**src/rtl/lbist_pkg.sv**
```systemverilog
// Shared definitions for the logic-BIST session controller.
// Latency: n/a (types, encodings and a helper function only).
// Backpressure: n/a.
//
// Contents:
//   ENC_*          3-bit state encodings (IDLE=0 .. DONE=6)
//   lbist_state_e  controller state type built from those encodings
//   lbist_out_t    registered control outputs, grouped for one-shot update
//   session_len()  cycles from the cycle after start up to done=1
//                  (pause cycles excluded)
package lbist_pkg;

    localparam logic [2:0] ENC_IDLE    = 3'd0;
    localparam logic [2:0] ENC_INIT    = 3'd1;
    localparam logic [2:0] ENC_SHIFT   = 3'd2;
    localparam logic [2:0] ENC_CAPTURE = 3'd3;
    localparam logic [2:0] ENC_UNLOAD  = 3'd4;
    localparam logic [2:0] ENC_COMPARE = 3'd5;
    localparam logic [2:0] ENC_DONE    = 3'd6;

    typedef enum logic [2:0] {
        IDLE    = ENC_IDLE,
        INIT    = ENC_INIT,
        SHIFT   = ENC_SHIFT,
        CAPTURE = ENC_CAPTURE,
        UNLOAD  = ENC_UNLOAD,
        COMPARE = ENC_COMPARE,
        DONE    = ENC_DONE
    } lbist_state_e;

    typedef struct packed {
        logic tpg_init;
        logic misr_init;
        logic tpg_en;
        logic scan_en;
        logic misr_en;
        logic busy;
        logic done;
    } lbist_out_t;

    // INIT + one (shift + capture) round per pattern + unload + compare.
    function automatic int session_len(input int n_patterns, input int chain_len);
        return 1 + n_patterns * (chain_len + 1) + chain_len + 1;
    endfunction

endpackage

```
**src/rtl/lbist_ctrl_if.sv**
```systemverilog
// Control/status bundle between the BIST sequencer and the TPG/scan/MISR path.
// Latency: n/a (wires only).
// Backpressure: none; start is a plain request, the controller ignores it while busy.
//
// Signals:
//   start      request to begin a session (host -> controller)
//   misr_sig   current MISR signature (datapath -> controller)
//   tpg_init   reload TPG seed pulse
//   misr_init  clear MISR pulse
//   tpg_en     advance TPG
//   scan_en    1 = shift, 0 = functional capture
//   misr_en    MISR compacts chain outputs
//   busy/done/pass  session status
// Modports: master = controller side, slave = host/datapath side.
interface lbist_ctrl_if #(
    parameter int SIG_W = 24
);
    logic             start;
    logic [SIG_W-1:0] misr_sig;
    logic             tpg_init;
    logic             misr_init;
    logic             tpg_en;
    logic             scan_en;
    logic             misr_en;
    logic             busy;
    logic             done;
    logic             pass;

    modport master (
        input  start,
        input  misr_sig,
        output tpg_init,
        output misr_init,
        output tpg_en,
        output scan_en,
        output misr_en,
        output busy,
        output done,
        output pass
    );

    modport slave (
        output start,
        output misr_sig,
        input  tpg_init,
        input  misr_init,
        input  tpg_en,
        input  scan_en,
        input  misr_en,
        input  busy,
        input  done,
        input  pass
    );

endinterface

```
**src/rtl/lbist_cnt.sv**
```systemverilog
// Up-counter with synchronous clear, enable and terminal-count flag.
// Latency: count visible one cycle after en; tc is combinational from the count.
// Backpressure: none; en simply stalls the count.
//
// Ports:
//   clk, rst   clock, synchronous active-high reset (count -> 0)
//   clr        synchronous clear, wins over en
//   en         increment by one
//   cnt        current count
//   tc         cnt == LAST
// The counter never wraps on its own; the owner clears it at tc when it
// wants a modulo count, so a count of LAST+1 is representable if W allows.
module lbist_cnt #(
    parameter int W    = 4,
    parameter int LAST = 15
) (
    input  logic         clk,
    input  logic         rst,
    input  logic         clr,
    input  logic         en,
    output logic [W-1:0] cnt,
    output logic         tc
);

    always_ff @(posedge clk) begin
        if (rst) begin
            cnt <= '0;
        end else if (clr) begin
            cnt <= '0;
        end else if (en) begin
            cnt <= cnt + W'(1);
        end
    end

    assign tc = (cnt == W'(LAST));

endmodule

```
**src/rtl/lbist_ctrl.sv**
```systemverilog
// Logic-BIST session sequencer: init TPG/MISR, N shift/capture rounds, unload, signature compare.
// Latency: done rises session_len(N_PATTERNS, CHAIN_LEN) cycles after the cycle start is sampled.
// Backpressure: start ignored while busy; optional pause freezes shift/unload in place.
//
// Ports:
//   clk   system clock, rising edge
//   rst   synchronous active-high reset -> IDLE, counters 0, outputs 0
//   pause (only with `define LBIST_PAUSE_EN) stall SHIFT/UNLOAD, ignored elsewhere
//   bus   lbist_ctrl_if.master: start/misr_sig in, TPG/scan/MISR controls and status out
//
// Optional feature macro: LBIST_PAUSE_EN. Without it there is no pause port.
module lbist_ctrl
    import lbist_pkg::*;
#(
    parameter int               N_PATTERNS = 1000,
    parameter int               CHAIN_LEN  = 64,
    parameter int               SIG_W      = 24,
    parameter logic [SIG_W-1:0] GOLDEN_SIG = '0
) (
    input  logic         clk,
    input  logic         rst,
`ifdef LBIST_PAUSE_EN
    input  logic         pause,
`endif
    lbist_ctrl_if.master bus
);

    localparam int SW = $clog2(CHAIN_LEN);
    localparam int PW = $clog2(N_PATTERNS + 1);

    lbist_state_e  state;
    lbist_state_e  state_nxt;
    lbist_out_t    out_q;
    lbist_out_t    out_nxt;
    logic          pass_q;
    logic          pass_nxt;

    logic [SW-1:0] shift_cnt;
    logic          shift_tc;
    logic          shift_clr;
    logic [PW-1:0] pat_cnt;
    logic          pat_tc;
    logic          pat_clr;
    logic          pat_en;

    logic          shift_phase;
    logic          hold;
    logic          adv;
    logic          first_pat_nxt;

    // SHIFT and UNLOAD both walk the chain with the shift counter.
    assign shift_phase = (state == SHIFT) || (state == UNLOAD);

`ifdef LBIST_PAUSE_EN
    assign hold = pause && shift_phase;
`else
    assign hold = 1'b0;
`endif

    // One chain-shift step actually taken this cycle.
    assign adv = shift_phase && !hold;

    // Cleared at session start and at the end of every chain walk, so the
    // next SHIFT/UNLOAD always starts from 0.
    assign shift_clr = (state == INIT) || (adv && shift_tc);
    assign pat_clr   = (state == INIT);
    assign pat_en    = (state == CAPTURE);

    lbist_cnt #(
        .W    (SW),
        .LAST (CHAIN_LEN - 1)
    ) u_shift_cnt (
        .clk (clk),
        .rst (rst),
        .clr (shift_clr),
        .en  (adv),
        .cnt (shift_cnt),
        .tc  (shift_tc)
    );

    // tc marks the capture of the final pattern (count before increment).
    lbist_cnt #(
        .W    (PW),
        .LAST (N_PATTERNS - 1)
    ) u_pat_cnt (
        .clk (clk),
        .rst (rst),
        .clr (pat_clr),
        .en  (pat_en),
        .cnt (pat_cnt),
        .tc  (pat_tc)
    );

    always_comb begin
        state_nxt = state;
        case (state)
            IDLE:    if (bus.start) state_nxt = INIT;
            INIT:    state_nxt = SHIFT;
            SHIFT:   if (adv && shift_tc) state_nxt = CAPTURE;
            CAPTURE: state_nxt = pat_tc ? UNLOAD : SHIFT;
            UNLOAD:  if (adv && shift_tc) state_nxt = COMPARE;
            COMPARE: state_nxt = DONE;
            DONE:    if (bus.start) state_nxt = INIT;
            default: state_nxt = IDLE;
        endcase
    end

    // Outputs are registered, so they are decoded from the state being
    // entered. The first pattern's shift has nothing valid in the chains
    // yet; that is the SHIFT entered from INIT or held with pat_cnt still 0
    // (CAPTURE always leads into pattern >= 1).
    assign first_pat_nxt = (state == INIT) || ((state == SHIFT) && (pat_cnt == '0));

    always_comb begin
        out_nxt = '0;
        case (state_nxt)
            INIT: begin
                out_nxt.tpg_init  = 1'b1;
                out_nxt.misr_init = 1'b1;
                out_nxt.busy      = 1'b1;
            end
            SHIFT: begin
                out_nxt.tpg_en  = 1'b1;
                out_nxt.scan_en = 1'b1;
                out_nxt.misr_en = !first_pat_nxt;
                out_nxt.busy    = 1'b1;
            end
            CAPTURE: begin
                out_nxt.busy = 1'b1;
            end
            UNLOAD: begin
                out_nxt.scan_en = 1'b1;
                out_nxt.misr_en = 1'b1;
                out_nxt.busy    = 1'b1;
            end
            COMPARE: begin
                out_nxt.busy = 1'b1;
            end
            DONE: begin
                out_nxt.done = 1'b1;
            end
            default: out_nxt = '0;
        endcase
    end

    // misr_sig is judged during COMPARE, i.e. after the final unload edge.
    always_comb begin
        pass_nxt = pass_q;
        if (state == COMPARE) begin
            pass_nxt = (bus.misr_sig == GOLDEN_SIG);
        end else if (state_nxt == INIT) begin
            pass_nxt = 1'b0;
        end
    end

    always_ff @(posedge clk) begin
        if (rst) begin
            state  <= IDLE;
            out_q  <= '0;
            pass_q <= 1'b0;
        end else begin
            state  <= state_nxt;
            out_q  <= out_nxt;
            pass_q <= pass_nxt;
        end
    end

    // A paused cycle must not move TPG, scan chains or MISR, so the shift
    // controls are gated in the same cycle the pause is seen.
    assign bus.tpg_init  = out_q.tpg_init;
    assign bus.misr_init = out_q.misr_init;
    assign bus.tpg_en    = out_q.tpg_en  && !hold;
    assign bus.scan_en   = out_q.scan_en && !hold;
    assign bus.misr_en   = out_q.misr_en && !hold;
    assign bus.busy      = out_q.busy;
    assign bus.done      = out_q.done;
    assign bus.pass      = pass_q;

    a_init_excl_adv: assert property (@(posedge clk) disable iff (rst)
        !(bus.tpg_init && bus.tpg_en));

    a_shift_restart: assert property (@(posedge clk) disable iff (rst)
        (adv && shift_tc) |=> (shift_cnt == '0));

endmodule

```
**src/flat_wrapper.sv**
```systemverilog
// flat-port wrapper written by rule: the top's interface ports become plain ports
module lbist_ctrl_flat import lbist_pkg::*;
#(
    parameter int               N_PATTERNS = 1000,
    parameter int               CHAIN_LEN  = 64,
    parameter int               SIG_W      = 24,
    parameter logic [SIG_W-1:0] GOLDEN_SIG = '0
)
  (clk, rst, bus_start, bus_misr_sig, bus_tpg_init, bus_misr_init, bus_tpg_en, bus_scan_en, bus_misr_en, bus_busy, bus_done, bus_pass);
  lbist_ctrl_if #(.SIG_W(SIG_W)) bus_i ();
  input  logic clk;
  input  logic rst;
  input wire logic [$bits(bus_i.start)-1:0] bus_start;
  input wire logic [$bits(bus_i.misr_sig)-1:0] bus_misr_sig;
  output wire logic [$bits(bus_i.tpg_init)-1:0] bus_tpg_init;
  output wire logic [$bits(bus_i.misr_init)-1:0] bus_misr_init;
  output wire logic [$bits(bus_i.tpg_en)-1:0] bus_tpg_en;
  output wire logic [$bits(bus_i.scan_en)-1:0] bus_scan_en;
  output wire logic [$bits(bus_i.misr_en)-1:0] bus_misr_en;
  output wire logic [$bits(bus_i.busy)-1:0] bus_busy;
  output wire logic [$bits(bus_i.done)-1:0] bus_done;
  output wire logic [$bits(bus_i.pass)-1:0] bus_pass;
  assign bus_i.start = bus_start;
  assign bus_i.misr_sig = bus_misr_sig;
  assign bus_tpg_init = bus_i.tpg_init;
  assign bus_misr_init = bus_i.misr_init;
  assign bus_tpg_en = bus_i.tpg_en;
  assign bus_scan_en = bus_i.scan_en;
  assign bus_misr_en = bus_i.misr_en;
  assign bus_busy = bus_i.busy;
  assign bus_done = bus_i.done;
  assign bus_pass = bus_i.pass;
  lbist_ctrl #(.N_PATTERNS(N_PATTERNS), .CHAIN_LEN(CHAIN_LEN), .SIG_W(SIG_W), .GOLDEN_SIG(GOLDEN_SIG)) u_core (.clk(clk), .rst(rst), .bus(bus_i));
endmodule
```
**config.mk**
```make
export PLATFORM = sky130hd
export DESIGN_NAME = lbist_ctrl_flat
export DESIGN_NICKNAME = d
export VERILOG_FILES = /design/src/rtl/lbist_pkg.sv /design/src/rtl/lbist_ctrl_if.sv /design/src/rtl/lbist_cnt.sv /design/src/rtl/lbist_ctrl.sv /design/src/flat_wrapper.sv
export SDC_FILE = /design/constraint.sdc
export NUM_CORES = 1
export LEC_CHECK = 0
export CAP_MARGIN = 20
export CORE_AREA = 4 4 56 58
export DETAILED_ROUTE_END_ITERATION = 8
export DIE_AREA = 0 0 60 62
export PLACE_DENSITY = 0.78
export SLEW_MARGIN = 20
export SYNTH_ARGS = -nofsm -noshare
export SYNTH_HDL_FRONTEND = slang
export SYNTH_SLANG_ARGS = --single-unit
```
**constraint.sdc**
```tcl
create_clock -name clk -period 2.4 [get_ports clk]
set_input_delay 0.36 -clock clk [delete_from_list [all_inputs] [get_ports clk]]
set_output_delay 0.36 -clock clk [all_outputs]
set_load 0.005 [all_outputs]
```
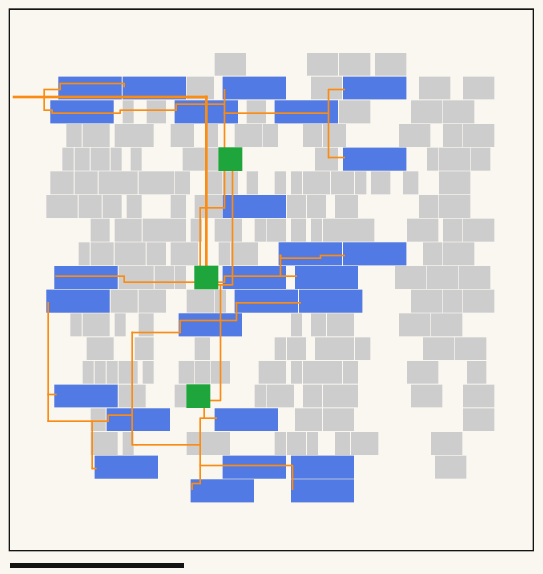
(clock distribution)
Bar = 20 um.
Key: blue = flip-flops [count 26]; orange = clock wires [length 303 um]; green = cells driving clock nets [count 3]
There are 4 routed clock nets.
clock group total power: 0.219 mW
Clock Power Share: 0.257

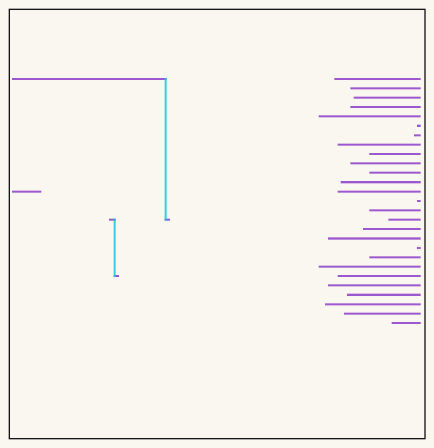
(metal layers overlaid)
Only two layers are drawn.
Key: cyan = met4 [wire length 28.6 um]; purple = met3 [wire length 261 um]
routed wire length per instance: 13.5 um
Total GRT Usage: 0.167
final routed wirelength across all metal layers: 2870 um

==> Table 3: Implementation characteristics <==
Physical implementation characteristics

Parameter                              Value

Power
  Tot Pwr .................. between 0.8 and 0.9 mW
  Power per cell area .................. between 400 and 500 nW/um^2

STA
  Period utilization .................. 0.736
  Setup slack of the critical path after layout .................. roughly 0.63 ns
  # setup viols final .................. 0
  Worst hold slack across all endpoints .................. between 0.5 and 0.6 ns
  FMAX .................. between 500 and 600 MHz
  Final hold violation count .................. 0
  Slew at the pin with the worst max-slew slack .................. roughly 0.61 ns

Placed design
  Placement Cell Area .................. about 1700 um^2
  Post-placement cell count .................. approximately 210

Clock tree
  Number of H-tree levels .................. 1
  Number of buffers added by the clock tree synthesis step .................. 3
  Root buffer cell .................. sky130_fd_sc_hd__clkbuf_4
  TritonCTS clock tree .................. yes
  Insertion delay at the late pin of the worst-skew pair .................. roughly 0.32 ns
  Number of sinks handled by clock tree synthesis .................. 26
  Maximum buffer depth of the clock tree .................. 2
  Post-CTS Setup Bufs .................. 0
  Number of gates given a new drive strength after cts .................. 0
  Clock transition at the registers of the reported paths .................. ~0.14 ns
  Hold buffer count at CTS .................. 0

Routing
  DRT met1 WL .................. 1120 um
  Violation count after the first detailed-route iteration .................. 38
  Length of routed met3 wiring .................. around 260 um
  Uppermost signal routing layer after detailed routing .................. met4
  Post-detailed-route DRC marker count .................. 0
  Via density per instance .................. roughly 5.5

GRT
  Met3 demand-to-capacity share in global routing .................. 0.0393
  Wire length of the first global-routing pass .................. 4760 um
  Layer with the highest usage after global routing .................. met2
  Number of antenna violations at the first check in global routing .................. 0

Worst setup path
  Kind of capture point of the worst setup path .................. flop
  Gate family responsible for the most delay along the worst path .................. simple AND/OR/NAND/NOR gates
  Buffers and inverters on the worst path .................. 0
  Cell depth of the worst setup path .................. 5
  R2R cell count .................. 5
  Crit path capture .................. u_core.u_pat_cnt.cnt[7]
  Timing startpoint of the critical path .................. u_core.state[0]
  Crit-path most repeated cell .................. sky130_fd_sc_hd__nand3_1
  Critical path arrival .................. between 1.5 and 2 ns
  Reg-to-Reg Start .................. u_core.state[0]
  Worst path cell trace .................. nand3_1 -> nor3_1 -> nand3_1 -> xor2_1 -> nor2_1
  Critical-path top delay cell .................. sky130_fd_sc_hd__dfxtp_1
  Maximum fanout encountered on the critical timing path .................. 18

Yosys
  Gate count of the mapped netlist .................. approximately 150
  Asr flop ratio synth .................. 0
  Post-synthesis cell type with the largest instance count .................. sky130_fd_sc_hd__dfxtp_1
  Area of the mapped netlist .................. ~1300 um^2
  Dominant kind of combinational cell .................. simple AND/OR/NAND/NOR gates
  Post-synthesis register bit count .................. 26
  Number of cell instances after yosys synthesis .................. around 150
  Complex-gate fraction of the synthesized area .................. 0.104
  Share of synthesized cell area in and, or, nand and nor gates .................. 0.327
  Yosys-reported design area after synthesis .................. 1320 um^2
  Synthesis Warnings .................. 0
  Top cell types by occurrence after synthesis .................. sky130_fd_sc_hd__dfxtp_1, sky130_fd_sc_hd__nor2_1, sky130_fd_sc_hd__nand2_1, sky130_fd_sc_hd__nor4_1, sky130_fd_sc_hd__xor2_1
  Synthesized-area fraction occupied by xor and xnor cells .................. 0.0988
  Post-synth EDFFs .................. 0
  Adder-cell area share of the yosys netlist .................. 0.0285
  Post-synthesis sequential area ratio .................. 0.395

Final layout
  Post-route cell area .................. roughly 1700 um^2
  Area grow syn2layout .................. 29.1%
  Finished Layout Cells .................. ~210
  Final core utilization .................. 0.639
  Most common logic cell in the routed design .................. sky130_fd_sc_hd__clkdlybuf4s50_1
  Layout net count .................. around 210

Die
  Number of standard-cell rows in the floorplan .................. 19
  Number of top-level pins .................. 35
  Initial core utilization .................. 0.495

Worst hold path
  Hold crit path type .................. reg2reg
  Worst hold path depth .................. 2
  Worst min-delay path startpoint .................. u_core.u_pat_cnt.cnt[1]

Flow run
  Number of max-cap violations .................. 0
  Tool warning count .................. 27

Run status
  Status .................. complete, no violations
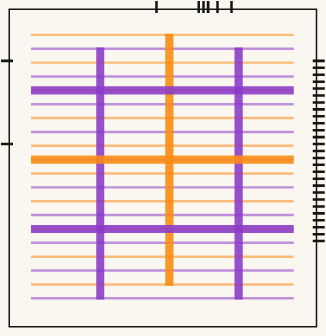
(floorplan with the power grid)
Pins as bars on the die edge.
Key: orange = VDD; purple = VSS
3 straps on met4. 20 met1 rails follow the rows.
core area: 2660 um^2
height of the die: 62 um
peak supply drop: 0.000443 V
floorplan die width: 60 um

## final cells by class
type / count / area (um^2)
Timing Repair Buffer: 36 / 355
Sequential cell: 26 / 520
Inverter: 4 / 15.0
Fill cell: 228 / 962
Clock buffer: 4 / 36.3
Tap cell: 31 / 38.8
Multi-Input combinational cell: 111 / 734
## flip-flops by register name (all words and copies together), names as in the netlist
register                count
u_core.u_pat_cnt.cnt       10
u_core.u_shift_cnt.cnt      6
u_core.state                3
u_core.bus.busy             1
u_core.bus.done             1
u_core.bus.misr_en          1
u_core.bus.misr_init        1
u_core.bus.pass             1
u_core.bus.scan_en          1
u_core.bus.tpg_en           1
## power breakdown
| part | internal [mW] | switching, mW |
|---|---|---|
| combinational | 0.0999 | 0.0592 |
| sequential | 0.449 | 0.0237 |
| clock | 0.0927 | 0.126 |
| total | 0.641 | 0.209 |
No activity file was given, so power comes from the tool's default toggle rates.
